==> config.mk <==
export PLATFORM = sky130hd
export DESIGN_NAME = mips_alu_issue
export DESIGN_NICKNAME = d
export VERILOG_FILES = /design/src/rtl/mips_alu_pkg.sv /design/src/rtl/mips_alu_decode.sv /design/src/rtl/mips_alu_issue.sv
export SDC_FILE = /design/constraint.sdc
export NUM_CORES = 1
export LEC_CHECK = 0
export ABC_AREA = 1
export CELL_PAD_IN_SITES_DETAIL_PLACEMENT = 0
export CELL_PAD_IN_SITES_GLOBAL_PLACEMENT = 1
export CORE_MARGIN = 2
export CORE_UTILIZATION = 36
export CTS_BUF_LIST = sky130_fd_sc_hd__clkbuf_16
export DETAILED_ROUTE_END_ITERATION = 16
export GPL_TIMING_DRIVEN = 0
export PLACE_DENSITY_LB_ADDON = 0.12
export SKIP_CTS_REPAIR_TIMING = 1
export SLEW_MARGIN = 10
export SYNTH_ARGS = -nofsm -noshare
export SYNTH_HDL_FRONTEND = slang
export SYNTH_HIERARCHICAL = 1
export SYNTH_SLANG_ARGS = --single-unit
==> constraint.sdc <==
create_clock -name clk -period 1.99 [get_ports clk]
set_input_delay 0.199 -clock clk [delete_from_list [all_inputs] [get_ports clk]]
set_output_delay 0.199 -clock clk [all_outputs]
set_load 0.02 [all_outputs]
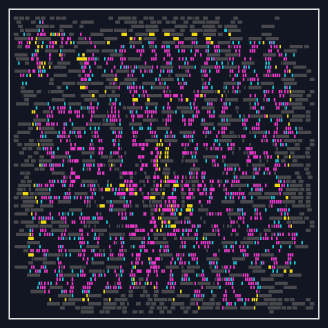
Run 1: logic cells by family
Scale: 1.5 px per um.
Key: inverters = cyan [cells 417, where spread over the die]; NOR gates = yellow [cells 144, where spread over the die]; NAND gates = magenta [cells 1255, where spread over the die]
Finished Layout Cells: 3091
most numerous logic cell after layout: sky130_fd_sc_hd__nand2_1
fraction of area in multi-input gates: 34.98%

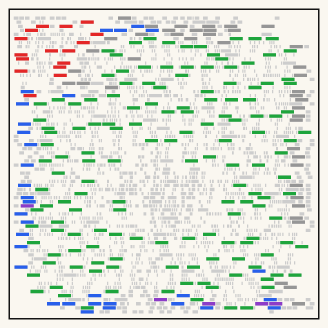
Run 1: sequential cells coloured by netlist name
Scale: 1.5 px per um.
Key: alu_b = blue [flops 32]; mem_q = green [flops 146, where spread over the die]; out_rd = purple [flops 5]; issued_cnt = red [flops 16, where top left]
Another 42 sequential cells are not coloured.
fraction of area in registers: 31.97%
utilization of the core after routing: 47.27%
power dissipated in sequential cells: 0.00794 W
register area: 6031 sq um

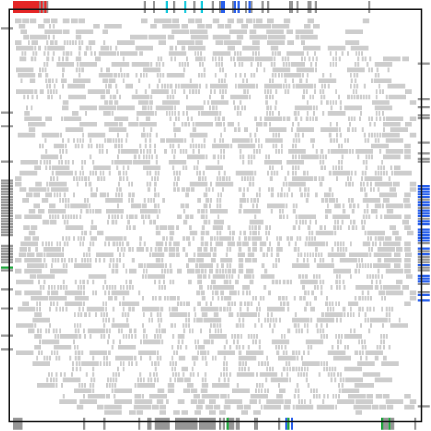
Run 1: I/O pins on the die edge
Scale: 2 px per um. Pins as bars across the die edge, other pins in grey.
Key: in_rs_val = blue [pins 32, direction input, edge 25 right, 5 top, 2 bottom]; alu_op = cyan [pins 3, direction output, edge top]; issued_cnt = red [pins 16, direction output, edge top]; out_rd = green [pins 5, direction output, edge 4 bottom, 1 left]
All pins by edge: 61 bottom, 47 right, 45 top, 38 left.
horizontal die size: 205.4 um
count of buffers from port buffering: 185

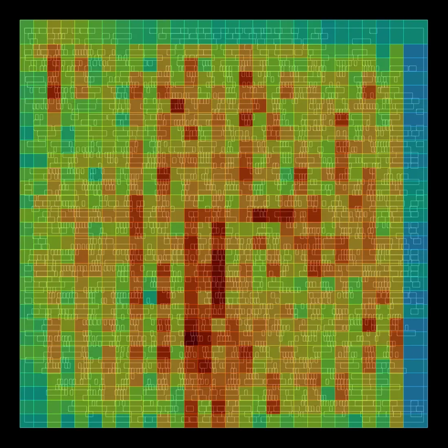
Run 1: congestion heat map
GRT Util Overall: 24.43%
met1 track demand over resource in global routing: 34.91%
M3 GR Usage: 4.387%
routed length per instance: 16.77 um
GR peak layer: met2

==> flow_summary.html <==
<!-- implementation run metrics -->
<table>
<tr><th>Metric</th><th>Value</th></tr>
<tr><th colspan="2">Logic synthesis</th></tr>
<tr><td>Post-Syn Instances</td><td>between 2000 and 2500</td></tr>
<tr><td>Number of nets at floorplan</td><td>roughly 2400</td></tr>
<tr><td>Distinct cell type count after synthesis</td><td>30</td></tr>
<tr><td>Number of warnings issued by yosys</td><td>6</td></tr>
<tr><th colspan="2">Timing</th></tr>
<tr><td>Max-slew violation count</td><td>0</td></tr>
<tr><td>Setup slack after layout</td><td>-0.1883 ns</td></tr>
<tr><td>Fin crit period</td><td>2.178 ns</td></tr>
<tr><td>Unrepaired setup endpoints after global routing</td><td>yes</td></tr>
<tr><td>Endpoints failing hold</td><td>0</td></tr>
<tr><td>Final-report setup violation count</td><td>approximately 65</td></tr>
<tr><th colspan="2">Worst setup path</th></tr>
<tr><td>Worst path cell trace</td><td>buf_2, nor2_4, nand3_4, nor2_4, buf_8, buf_12, nand2_4, nand2_4, nand3b_1, buf_8, buf_8, ha_4, inv_4, nand3_2, nand2_2, nand2_2, nor2_4, buf_12, buf_8, nor2_1</td></tr>
<tr><td>Crit path max-delay family</td><td>simple AND/OR/NAND/NOR gates</td></tr>
<tr><td>Worst R2R Path Depth</td><td>12</td></tr>
<tr><td>FF-to-FF setup slack</td><td>-0.13 ns</td></tr>
<tr><th colspan="2">Final layout</th></tr>
<tr><td>Fraction of final layout cells sized beyond drive strength 1</td><td>11.46%</td></tr>
<tr><th colspan="2">Drt</th></tr>
<tr><td>Mean number of vias per cell</td><td>4.650</td></tr>
<tr><th colspan="2">GRT</th></tr>
<tr><td>Initial antenna violation count</td><td>1</td></tr>
<tr><td>Gr ovfl total</td><td>0</td></tr>
<tr><th colspan="2">Run status</th></tr>
<tr><td>Violated checks</td><td>negative setup slack</td></tr>
<tr><td>Result of the run</td><td>finished, violations left</td></tr>
<tr><th colspan="2">Clock tree</th></tr>
<tr><td>Clock buffer depth</td><td>3</td></tr>
<tr><th colspan="2">Pwr</th></tr>
<tr><td>Pwr Density</td><td>1524 nW/um^2</td></tr>
<tr><th colspan="2">Die</th></tr>
<tr><td>Row count</td><td>73</td></tr>
</table>
## run 1: worst register-to-register path, delay by kind of cell, from the launching register on
kind,cells,cell delay (ns)
DFF,1,0.42
adders and majority gates,1,0.24
and+or+nand+nor,6,0.64
buffers and inverters,5,0.70
## run 1: routing by layer
layer	GRT usage (%)	part of all wire [%]	vias up
met5	0	0	-
met4	6.809	2.7	0
met3	4.387	6.7	77
met2	37.83	44	396
met1	34.91	47	6710
li1	-	-	7189
## run 1: area by class of cell
cell class / count / area [sq um]
Fill cell: 4191 / 21050
Multi-Input combinational cell: 1514 / 6599
Sequential cell: 241 / 6031
Timing Repair Buffer: 219 / 2257
Inverter: 417 / 1570
Buffer: 118 / 813.3
Clock buffer: 31 / 775.7
Tap cell: 525 / 656.9
Clock inverter: 25 / 160.2
Antenna cell: 1 / 2.502
## run 1: kinds of logic (layout without fill, tap and decap cells)
logic type,count (synthesis),after routing,synth area share (%)
AND/OR/NAND/NOR,1400,1400,39.09
other,0,1,0
XOR/XNOR,9,9,0.5400
flip-flops,241,241,41.32
AND-OR/OR-AND,103,103,3.558
buffers and inverters,536,810,15.32
adder cells (fa/ha/maj),2,2,0.1714
## run 1: cell usage after synthesis, drive strengths merged
master	count
nand2	1119
inv	416
dfrtp	241
nor2	143
nand3	100
buf	94
o21ai	75
nand4	34
a21oi	28
clkbuf	25
xor2	5
xnor2	4
ha	2
nand3b	2
clkinv	1
nor3	1
or2	1
## run 1: power by group
| group | total, W | leakage [nW] | switching, W | internal [W] |
|---|---|---|---|---|
| Combinational | 0.0155 | 7.11 | 0.00951 | 0.00600 |
| Sequential | 0.00794 | 2.69 | 0.000693 | 0.00724 |
| Clock | 0.00530 | 0.485 | 0.00225 | 0.00305 |
## run 1: metrics by stage
step / total power (W) / setup slack [ns] / TNS [ns]
2_1_floorplan: 0.01697 / -0.3590 / -25.24
3_3_place_gp: 0.02186 / -10.67 / -2844.39
3_5_place_dp: 0.02203 / -1.805 / -278.35
4_1_cts: 0.02751 / -1.195 / -143.44
5_1_grt: 0.03123 / -0.2952 / -18.73
6_report: 0.02874 / -0.1883 / -9.642
No activity file was given, so power comes from the tool's default toggle rates.
